--- src/rtl/riscv_mem_arbiter.sv ---
// Two-client (icache/dcache) arbiter onto the single external memory port, with write-burst grant lock.
// Define MEM_ARB_RR_EN for round-robin tie-breaking; otherwise dcache wins every tie.
`ifndef MEM_ADDR_BITS
`define MEM_ADDR_BITS 28
`endif
`ifndef MEM_DATA_BITS
`define MEM_DATA_BITS 64
`endif
`ifndef MEM_TAG_BITS
`define MEM_TAG_BITS 5
`endif

module riscv_mem_arbiter #(
  parameter int ADDR_BITS  = `MEM_ADDR_BITS,
  parameter int DATA_BITS  = `MEM_DATA_BITS,
  parameter int TAG_BITS   = `MEM_TAG_BITS,
  parameter int DATA_BEATS = 4
) (
  input  logic                   clk,
  input  logic                   reset,
  input  logic                   ic_req_valid,
  output logic                   ic_req_ready,
  input  logic                   ic_req_rw,
  input  logic [ADDR_BITS-1:0]   ic_req_addr,
  input  logic [TAG_BITS-2:0]    ic_req_tag,
  input  logic                   ic_req_data_valid,
  output logic                   ic_req_data_ready,
  input  logic [DATA_BITS-1:0]   ic_req_data_bits,
  input  logic [DATA_BITS/8-1:0] ic_req_data_mask,
  output logic                   ic_resp_valid,
  output logic [TAG_BITS-2:0]    ic_resp_tag,
  output logic [DATA_BITS-1:0]   ic_resp_data,
  input  logic                   dc_req_valid,
  output logic                   dc_req_ready,
  input  logic                   dc_req_rw,
  input  logic [ADDR_BITS-1:0]   dc_req_addr,
  input  logic [TAG_BITS-2:0]    dc_req_tag,
  input  logic                   dc_req_data_valid,
  output logic                   dc_req_data_ready,
  input  logic [DATA_BITS-1:0]   dc_req_data_bits,
  input  logic [DATA_BITS/8-1:0] dc_req_data_mask,
  output logic                   dc_resp_valid,
  output logic [TAG_BITS-2:0]    dc_resp_tag,
  output logic [DATA_BITS-1:0]   dc_resp_data,
  output logic                   mem_req_valid,
  input  logic                   mem_req_ready,
  output logic                   mem_req_rw,
  output logic [ADDR_BITS-1:0]   mem_req_addr,
  output logic [TAG_BITS-1:0]    mem_req_tag,
  output logic                   mem_req_data_valid,
  input  logic                   mem_req_data_ready,
  output logic [DATA_BITS-1:0]   mem_req_data_bits,
  output logic [DATA_BITS/8-1:0] mem_req_data_mask,
  input  logic                   mem_resp_valid,
  input  logic [TAG_BITS-1:0]    mem_resp_tag,
  input  logic [DATA_BITS-1:0]   mem_resp_data
);
  localparam int CNT_BITS = (DATA_BEATS > 1) ? $clog2(DATA_BEATS) : 1;
  localparam logic GNT_IC = 1'b0;
  localparam logic GNT_DC = 1'b1;

  typedef enum logic {IDLE, WDATA} state_t;

  state_t              state_reg;
  logic [CNT_BITS-1:0] beat_cnt_reg;
  logic                last_grant_reg;
  logic                lock_grant_reg;
  logic                hold_valid_reg;
  logic                hold_grant_reg;

  logic grant, sel, idle, wdata, hold_ok, req_fire, beat_fire;

  assign idle    = (state_reg == IDLE);
  assign wdata   = (state_reg == WDATA);
  // A stalled request pins its grant until it fires, even if the other client arrives meanwhile.
  assign hold_ok = hold_valid_reg && (hold_grant_reg ? dc_req_valid : ic_req_valid);

  always_comb begin
    grant = GNT_IC;
    if (hold_ok)
      grant = hold_grant_reg;
    else if (ic_req_valid && dc_req_valid)
`ifdef MEM_ARB_RR_EN
      grant = ~last_grant_reg;
`else
      grant = GNT_DC;
`endif
    else if (dc_req_valid)
      grant = GNT_DC;
  end

`ifndef MEM_ARB_RR_EN
  logic unused_last_grant;
  assign unused_last_grant = last_grant_reg;
`endif

  assign sel = idle ? grant : lock_grant_reg;

  assign mem_req_valid = idle && (ic_req_valid || dc_req_valid) && !reset;
  assign ic_req_ready  = idle && (grant == GNT_IC) && mem_req_ready && !reset;
  assign dc_req_ready  = idle && (grant == GNT_DC) && mem_req_ready && !reset;
  assign mem_req_rw    = sel ? dc_req_rw   : ic_req_rw;
  assign mem_req_addr  = sel ? dc_req_addr : ic_req_addr;
  assign mem_req_tag   = {sel, (sel ? dc_req_tag : ic_req_tag)};

  assign mem_req_data_valid = wdata && !reset &&
                              (lock_grant_reg ? dc_req_data_valid : ic_req_data_valid);
  assign ic_req_data_ready  = wdata && (lock_grant_reg == GNT_IC) && mem_req_data_ready && !reset;
  assign dc_req_data_ready  = wdata && (lock_grant_reg == GNT_DC) && mem_req_data_ready && !reset;
  assign mem_req_data_bits  = sel ? dc_req_data_bits : ic_req_data_bits;
  assign mem_req_data_mask  = sel ? dc_req_data_mask : ic_req_data_mask;

  assign req_fire  = mem_req_valid && mem_req_ready;
  assign beat_fire = mem_req_data_valid && mem_req_data_ready;

  // Responses are steered purely by the tag MSB, whatever the request side is doing.
  logic [1:0] resp_hit;
  genvar gi;
  generate
    for (gi = 0; gi < 2; gi++) begin : g_resp
      assign resp_hit[gi] = mem_resp_valid && !reset && (mem_resp_tag[TAG_BITS-1] == (gi == 1));
    end
  endgenerate

  assign ic_resp_valid = resp_hit[0];
  assign dc_resp_valid = resp_hit[1];
  assign ic_resp_tag   = mem_resp_tag[TAG_BITS-2:0];
  assign dc_resp_tag   = mem_resp_tag[TAG_BITS-2:0];
  assign ic_resp_data  = mem_resp_data;
  assign dc_resp_data  = mem_resp_data;

  always_ff @(posedge clk or posedge reset) begin
    if (reset) begin
      state_reg      <= IDLE;
      beat_cnt_reg   <= '0;
      last_grant_reg <= GNT_IC;
      lock_grant_reg <= GNT_IC;
      hold_valid_reg <= 1'b0;
      hold_grant_reg <= GNT_IC;
    end else begin
      case (state_reg)
        IDLE: begin
          if (req_fire) begin
            last_grant_reg <= grant;
            hold_valid_reg <= 1'b0;
            if (mem_req_rw) begin
              state_reg      <= WDATA;
              lock_grant_reg <= grant;
              beat_cnt_reg   <= '0;
            end
          end else if (mem_req_valid) begin
            hold_valid_reg <= 1'b1;
            hold_grant_reg <= grant;
          end else begin
            hold_valid_reg <= 1'b0;
          end
        end
        WDATA: begin
          if (beat_fire) begin
            if (beat_cnt_reg == CNT_BITS'(DATA_BEATS - 1)) begin
              state_reg    <= IDLE;
              beat_cnt_reg <= '0;
            end else begin
              beat_cnt_reg <= beat_cnt_reg + 1'b1;
            end
          end
        end
        default: state_reg <= IDLE;
      endcase
    end
  end
endmodule

--- config.mk ---
export PLATFORM = sky130hd
export DESIGN_NAME = riscv_mem_arbiter
export DESIGN_NICKNAME = d
export VERILOG_FILES = /design/src/rtl/riscv_mem_arbiter.sv
export SDC_FILE = /design/constraint.sdc
export NUM_CORES = 1
export LEC_CHECK = 0
export CORE_AREA = 2 2 207 209
export CTS_BUF_LIST = sky130_fd_sc_hd__clkbuf_8
export DETAILED_ROUTE_END_ITERATION = 12
export DIE_AREA = 0 0 209 211
export HOLD_SLACK_MARGIN = 0.02
export PLACE_DENSITY_LB_ADDON = 0.12
export SLEW_MARGIN = 20
export SYNTH_ARGS = -nofsm -noshare
export SYNTH_HDL_FRONTEND = slang
export SYNTH_SLANG_ARGS = --single-unit
--- constraint.sdc ---
create_clock -name clk -period 2.5 [get_ports clk]
set_input_delay 0.75 -clock clk [delete_from_list [all_inputs] [get_ports clk]]
set_output_delay 0.75 -clock clk [all_outputs]
set_load 0.02 [all_outputs]
Run 1, wiring heat map:
21 x 21 tiles, from dark purple (low) to yellow (high), scaled to the fullest tile. Values are wire area over tile area, all layers added.
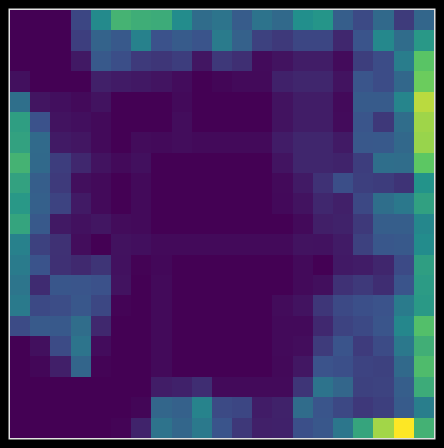
nearly empty tiles: 28%
tiles over half the peak: 6.8%
densest ninth of the die: south-east
Tot GR Track Use: 8.85%
routed wire length: 21.0 mm
via count: 3177

Run 1, metal layers overlaid:
Two of the layers only.
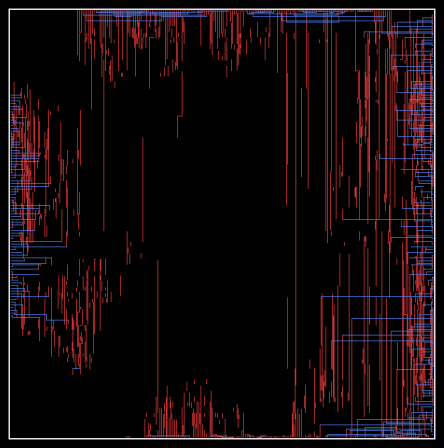
legend:
  blue:
    layer: M3
    wire_length: 2750 um
  red:
    layer: M2
    wire_length: 10600 um
DR WL/cell: 19.1 um

==> flow_summary_export.csv, run 1 <==
group,metric,value,unit
global_routing,grt-ovfl-total,0,
synthesis,ys_chip_area,2740,um2
setup_path,r2r-start,"state_reg$_DFF_PP0_",
clock_network,clk_pin_slew,0.04,ns
global_routing,grt_max_degree,9,
detailed_routing,via_per_inst,2.89,
run,drv_cap,0,
clock_network,root_buffer,"clkbuf_8",
finish,final_nets,848,
synthesis,ys_sh_aoi,2.42,%
clock_network,htree_levels,1,
power_and_ir_drop,p_total,6.59,mW
synthesis,ys_top_logic_family,"multiplexers",
setup_path,crit_chain,"buf_6 > nor4bb_4 > nor2_4 > buf_12 > buf_16 > buf_12 > buf_6 > mux2_4 > buf_6",
setup_path,crit_path_start_kind,"primary input",
finish,design_area,6860,um2
setup_path,cp.required,1.75,ns
placement,hpwl,17.0,mm
detailed_routing,drt_iter0_drc,39,
final_timing,period_used_share,116,%
setup_path,reg2reg_slack,0.44,ns
setup_path,ff2ff_path_depth,8,
outcome,violations,"negative setup slack",
placement,gp_congestion,0.771,
clock_network,cts.sinks,6,
synthesis,ys_sh_adder,0.457,%
floorplan,die_area,44100,um2
final_timing,rsz0062_at_grt,"true",
finish,lay_top_count,"clkdlybuf4s50_1",
final_timing,max_slew_margin,77.0,%
synthesis,syn_inst,301,
final_timing,worst_slack,-0.409,ns
setup_path,critical_path.endpoint,"mem_req_addr[9]",
final_timing,clock_skew,0.00525,ns
synthesis,top_cell_area_share,43.2,%
floorplan,die.size.y,211,um
final_timing,hold_viol,0,
detailed_routing,drcViolationCount,0,
run,warning_count,28,
clock_network,clk_path_buf_depth,2,
final_timing,min_period,2.91,ns
clock_network,insertion_delay,0.23,ns
detailed_routing,first_pass_iters,4,
power_and_ir_drop,power_density,960,nW/um2
synthesis,ys.flops,6,
synthesis,ys_seq_share,5.49,%
synthesis,xor_share,0,%
finish,drive_above_1_share,54.4,%
finish,lay_top_cells,"clkdlybuf4s50_1 (214), buf_6 (123), mux2_4 (76)",
floorplan,fp.dieW,209,um
final_timing,finalSetupViolCount,105,
finish,largest_reg_flops,2,
final_timing,worst_pin_slew,0.341,ns
synthesis,ys_sh_simple,5.22,%
min_path,min_from,"beat_cnt_reg[1]$_DFFE_PP0P_",
placement,placed_area,5890,um2
power_and_ir_drop,vdd_drop_max,0.344,mV
synthesis,ys_types,25,
setup_path,slowest_stage,"mux2_4",
outcome,status,"complete, but fails checks",
global_routing,grt_pass1_vias,3660,
final_timing,timing.fmax,0.344,GHz
setup_path,critPathKind,"in -> out",
setup_path,cp_max_fo,8,
Run 1, cell density map:
The bar under the picture is 50 um long. 21 x 21 tiles, from dark purple (low) to yellow (high), 0 to 100% covered.
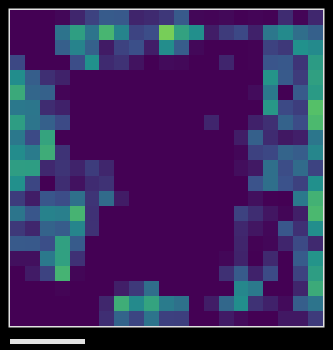
nearly empty tiles: 49%
densest ninth of the die: west
mean over tiles: 14%
fullest tile: 79%

Run 1, cells colored by class:
The bar under the picture is 50 um long.
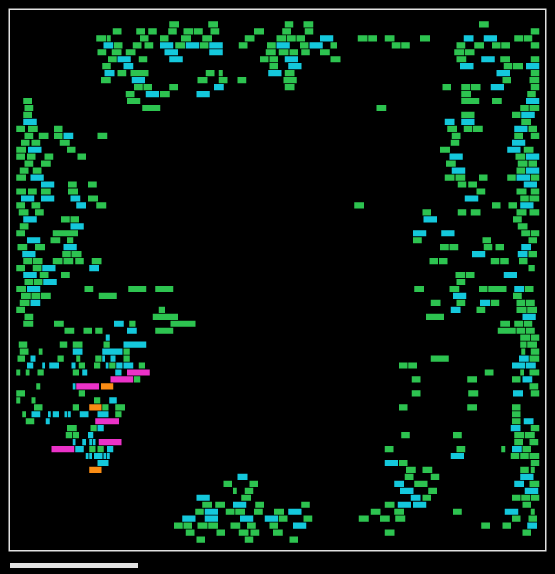
legend:
  green:
    class: remaining buffers and delay cells
    cells: 402
  cyan:
    class: remaining logic cells
    cells: 146
  magenta:
    class: registers
    cells: 6
  orange:
    class: clock-net drivers
    cells: 3
flop share of the area: 2.21%
Rows: 75
Placeable Area: 41800 um2

## run 1: critical path: cells and delay by family
kind / cells / cell delay [ns]
AND/OR/NAND/NOR: 2 / 0.35
multiplexers: 1 / 0.29
buffers and inverters: 6 / 0.75
## run 1: cells in the mapped netlist, drive strengths merged
cell and number:
nor3 3, mux2i 3, nor4bb 1, or3b 2, o22ai 1, nor3b 1, a311o 1, buf 149
nand2 2, nand3b 2, o2bb2a 1, dfrtp 6, a211oi 1, a21o 2, o31ai 1, o21ai 1
nor4 1, inv 6, and2 2, ha 1, mux2 105, nor2 8, and3 1
## run 1: per-layer routing
| layer | GRT usage, % | routed length, um | vias to the layer above |
|---|---|---|---|
| met5 | 0.334 | 0 | - |
| met1 | 9.09 | 7530 | 1430 |
| li1 | - | - | 1409 |
| met3 | 4.58 | 2750 | 8 |
| met4 | 0.961 | 176 | 0 |
| met2 | 16.4 | 10600 | 330 |
## run 1: report_power, final
part	switching, mW	leakage [nW]	internal, mW
clock network	0.0450	0.0216	0.104
registers	0.0541	0.0696	0.147
logic	2.57	2.87	3.66
## run 1: final cells by class
cell class	instances	area (um2)	share of cell area, %
antenna	3	7.51	0.109
clock buffer	3	41.3	0.602
inverter	6	22.5	0.328
multi-input combinational	140	1750	25.6
sequential	6	151	2.21
tap	539	674	9.83
timing repair buffer	402	4210	61.3
## run 1: per-stage QoR
stage	setup WS (ns)	cells	util [%]
final	-0.409	1099	16.4
after global routing	-0.477	1098	16.4
after detailed placement	-1.13	1056	14.1
after floorplan	0.00603	301	-
after CTS	-0.551	1105	16.4
after global placement	-1.13	1056	14.1
## run 1: what timing repair did
| item | 4_1_cts | 5_1_grt |
|---|---|---|
| setup endpoints to repair | 114 | 109 |
| gates resized | 661 | 101 |
| buffers inserted | 37 | 7 |
| pin swaps | 2 | 2 |
| cloned | 10 | 0 |
==> run 2: changes to the inputs <==
ABC_CLOCK_PERIOD_IN_PS = 2500   (was default)
CTS_CLUSTER_DIAMETER = 80   (was default)
Run 2, clock routing:
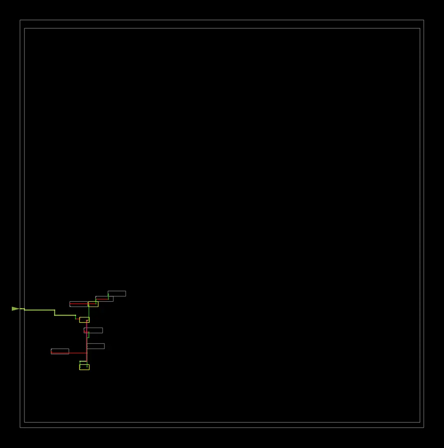
clock network power: 0.149 mW
# clk buffers: 3
flop count: 6

==> flow_summary_export.csv, run 2 <==
group,metric,value,unit
outcome,status,"complete, but fails checks",
outcome,violations,"negative setup slack",
clock_network,clk_path_buf_depth,2,
synthesis,edf_count,0,
synthesis,synthTopCellsByCount,"buf_4 (138), mux2_2 (105), nor2_1 (8)",
setup_path,cp_slowest_stage_delay,0.29,ns
finish,lay_top_cells,"clkdlybuf4s50_1 (214), buf_6 (123), mux2_4 (76)",
setup_path,r2r-start,"state_reg$_DFF_PP0_",
setup_path,crit_path_start_kind,"primary input",
floorplan,fp-utilization,6.55,%
global_routing,grt_pass1_wl,27.9,mm
placement,preCtsSetupSlack,-1.13,ns
detailed_routing,drcViolationCount,0,
setup_path,ff2ff_path_depth,8,
setup_path,cp_max_fo,8,
clock_network,cts_tree,"done",
synthesis,syn_inst,301,
synthesis,ys_seq_share,5.49,%
global_routing,grtUsageTotal,8.85,%
power_and_ir_drop,p_sw_share,40.6,%
final_timing,min_period,2.91,ns
run,warning_count,28,
final_timing,worst_pin_slew,0.341,ns
final_timing,setup_tns,-31.06,ns
detailed_routing,via_count,3177,
final_timing,worst_slack,-0.409,ns
power_and_ir_drop,vdd_drop_max,0.344,mV
min_path,min_from,"beat_cnt_reg[1]$_DFFE_PP0P_",
finish,fin_cells,1099,
placement,hpwl,17.0,mm
synthesis,ys_cells,301,
global_routing,antenna_found_initial,4,
power_and_ir_drop,internal_power,3.91,mW
global_routing,grt_max_degree,9,
final_timing,maxSlewViolCount,0,
min_path,hold_depth,2,
run,drv_cap,0,
final_timing,rsz0062_at_grt,"true",
min_path,hp-class,"reg -> reg",
setup_path,critPathKind,"in -> out",
power_and_ir_drop,power_density,960,nW/um2
floorplan,die.size.y,211,um
floorplan,fp.dieW,209,um
clock_network,ctsHoldBuffers,0,
clock_network,clk_pin_slew,0.04,ns
setup_path,slowest_stage,"mux2_4",
synthesis,ys_types,25,
setup_path,setup.worst_path.end_class,"primary output",
synthesis,topCellsByArea,"mux2_2 (43%), buf_4 (38%), dfrtp_1 (5.5%)",
floorplan,row_count,75,
power_and_ir_drop,clock_power_share,2.3,%
final_timing,max_slew_margin,77.0,%
synthesis,ys.flops,6,
global_routing,grt_pass1_vias,3660,
setup_path,reg2reg_slack,0.44,ns
final_timing,clock_skew,0.00525,ns
synthesis,ys_chip_area,2740,um2
finish,post-route-util,16.4,%
detailed_routing,first_pass_iters,4,
final_timing,finalSetupViolCount,105,
clock_network,cts.sinks,6,
clock_network,cts_buffers,3,
power_and_ir_drop,power_leakage,2.96,nW
final_timing,holdWs,0.557,ns
power_and_ir_drop,p_total,6.59,mW
synthesis,ys.flop_type,"dfrtp_1",
floorplan,ioPinCount,538,
final_timing,timing.fmax,0.344,GHz
synthesis,top_cell_area_share,43.2,%
finish,final_nets,848,
power_and_ir_drop,p_sw,2.67,mW
finish,lay_top_count,"clkdlybuf4s50_1",
finish,largest_reg_flops,2,
finish,syn_to_final_growth,151,%
detailed_routing,antenna_left,0,
finish,drive_above_1_share,54.4,%
synthesis,synth_warnings,0,
detailed_routing,wl,21.0,mm
placement,dpl.cell_count,1056,
setup_path,worstReg2RegEnd,"beat_cnt_reg[0]$_DFFE_PP0P_",
detailed_routing,drt_iter0_drc,39,
final_timing,period_used_share,116,%
detailed_routing,wl_per_cell,19.1,um
detailed_routing,via_per_inst,2.89,
power_and_ir_drop,p_comb_share,94.7,%
finish,design_area,6860,um2
floorplan,die_area,44100,um2
final_timing,hold_viol,0,
setup_path,cp_common_cell,"buf_6",
setup_path,critical_path.endpoint,"mem_req_addr[9]",
synthesis,fp_nets,590,
clock_network,root_buffer,"clkbuf_8",
placement,numPortBuffers,333,
synthesis,async_flop_share,100,%
placement,gp_congestion,0.771,
clock_network,insertion_delay,0.23,ns
setup_path,crit_chain,"buf_6 > nor4bb_4 > nor2_4 > buf_12 > buf_16 > buf_12 > buf_6 > mux2_4 > buf_6",
power_and_ir_drop,pwr-share-seq,3.1,%
synthesis,most_common_cell,"buf_4",
floorplan,core_area,41800,um2
clock_network,htree_levels,1,
placement,placed_area,5890,um2
min_path,worstHoldEndpoint,"beat_cnt_reg[1]$_DFFE_PP0P_",
synthesis,syn_avg_cell_area,9.09,um2
global_routing,grt-ovfl-total,0,
setup_path,cp.required,1.75,ns
synthesis,synth_area,2740,um2
Run 2, metal layers overlaid:
Two of the layers only.
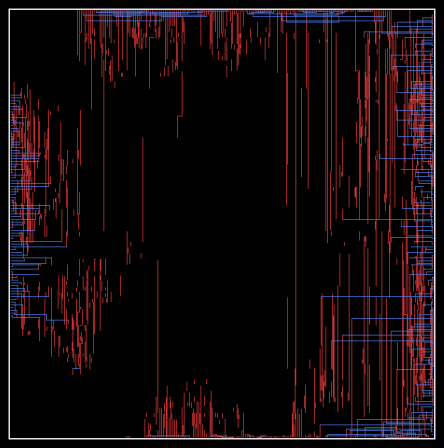
legend:
  blue:
    layer: M3
    wire_length: 2750 um
  red:
    layer: M2
    wire_length: 10600 um

## run 2: cell counts in the layout (fill, tap and decap cells not counted)
Identical to the previous run, type by type.
## run 2: metal layers
layer | share of wire [%] | wire length [um] | GRT usage [%]
met1 | 36 | 7530 | 9.09
met2 | 50 | 10600 | 16.4
met3 | 13 | 2750 | 4.58
met4 | 0.84 | 176 | 0.961
met5 | 0 | 0 | 0.334
## run 2: power by group through the flow
stage	Clock, mW	Sequential [mW]	Combinational [mW]
6_report	0.149	0.201	6.24
5_1_grt	0.164	0.208	6.61
4_1_cts	0.154	0.200	6.57
3_5_place_dp	0	0.193	4.49
3_3_place_gp	0	0.196	4.52
2_1_floorplan	0	0.179	2.66
## run 2: layout make-up
class	count	area, um2
Antenna cell	3	7.51
Clock buffer	3	41.3
Fill cell	4686	34900
Inverter	6	22.5
Multi-Input combinational cell	140	1750
Sequential cell	6	151
Tap cell	539	674
Timing Repair Buffer	402	4210
## run 2: worst max-delay path, delay by kind of cell
kind / cells / cell delay [ns]
buffers and inverters: 6 / 0.75
multiplexers: 1 / 0.29
AND/OR/NAND/NOR: 2 / 0.35
## run 2: logic make-up (layout without fill, tap and decap cells)
logic type               count (synthesis)  count (layout)  synth area share, %
AND-OR/OR-AND                            8               8                 2.42
other                                    0               3                    0
multiplexers                           108             108                 44.3
adder cells (fa/ha/maj)                  1               1                0.457
AND/OR/NAND/NOR                         23              23                 5.22
flip-flops                               6               6                 5.49
buffers and inverters                  155             411                 42.1
## run 2: timing repair
action | in CTS | in global routing
gates resized | 661 | 101
gates cloned | 10 | 0
setup buffers | 37 | 7
pin swaps | 2 | 2
hold endpoints to repair | 0 | 0
setup endpoints to repair | 114 | 109
No activity file was given, so power comes from the tool's default toggle rates.
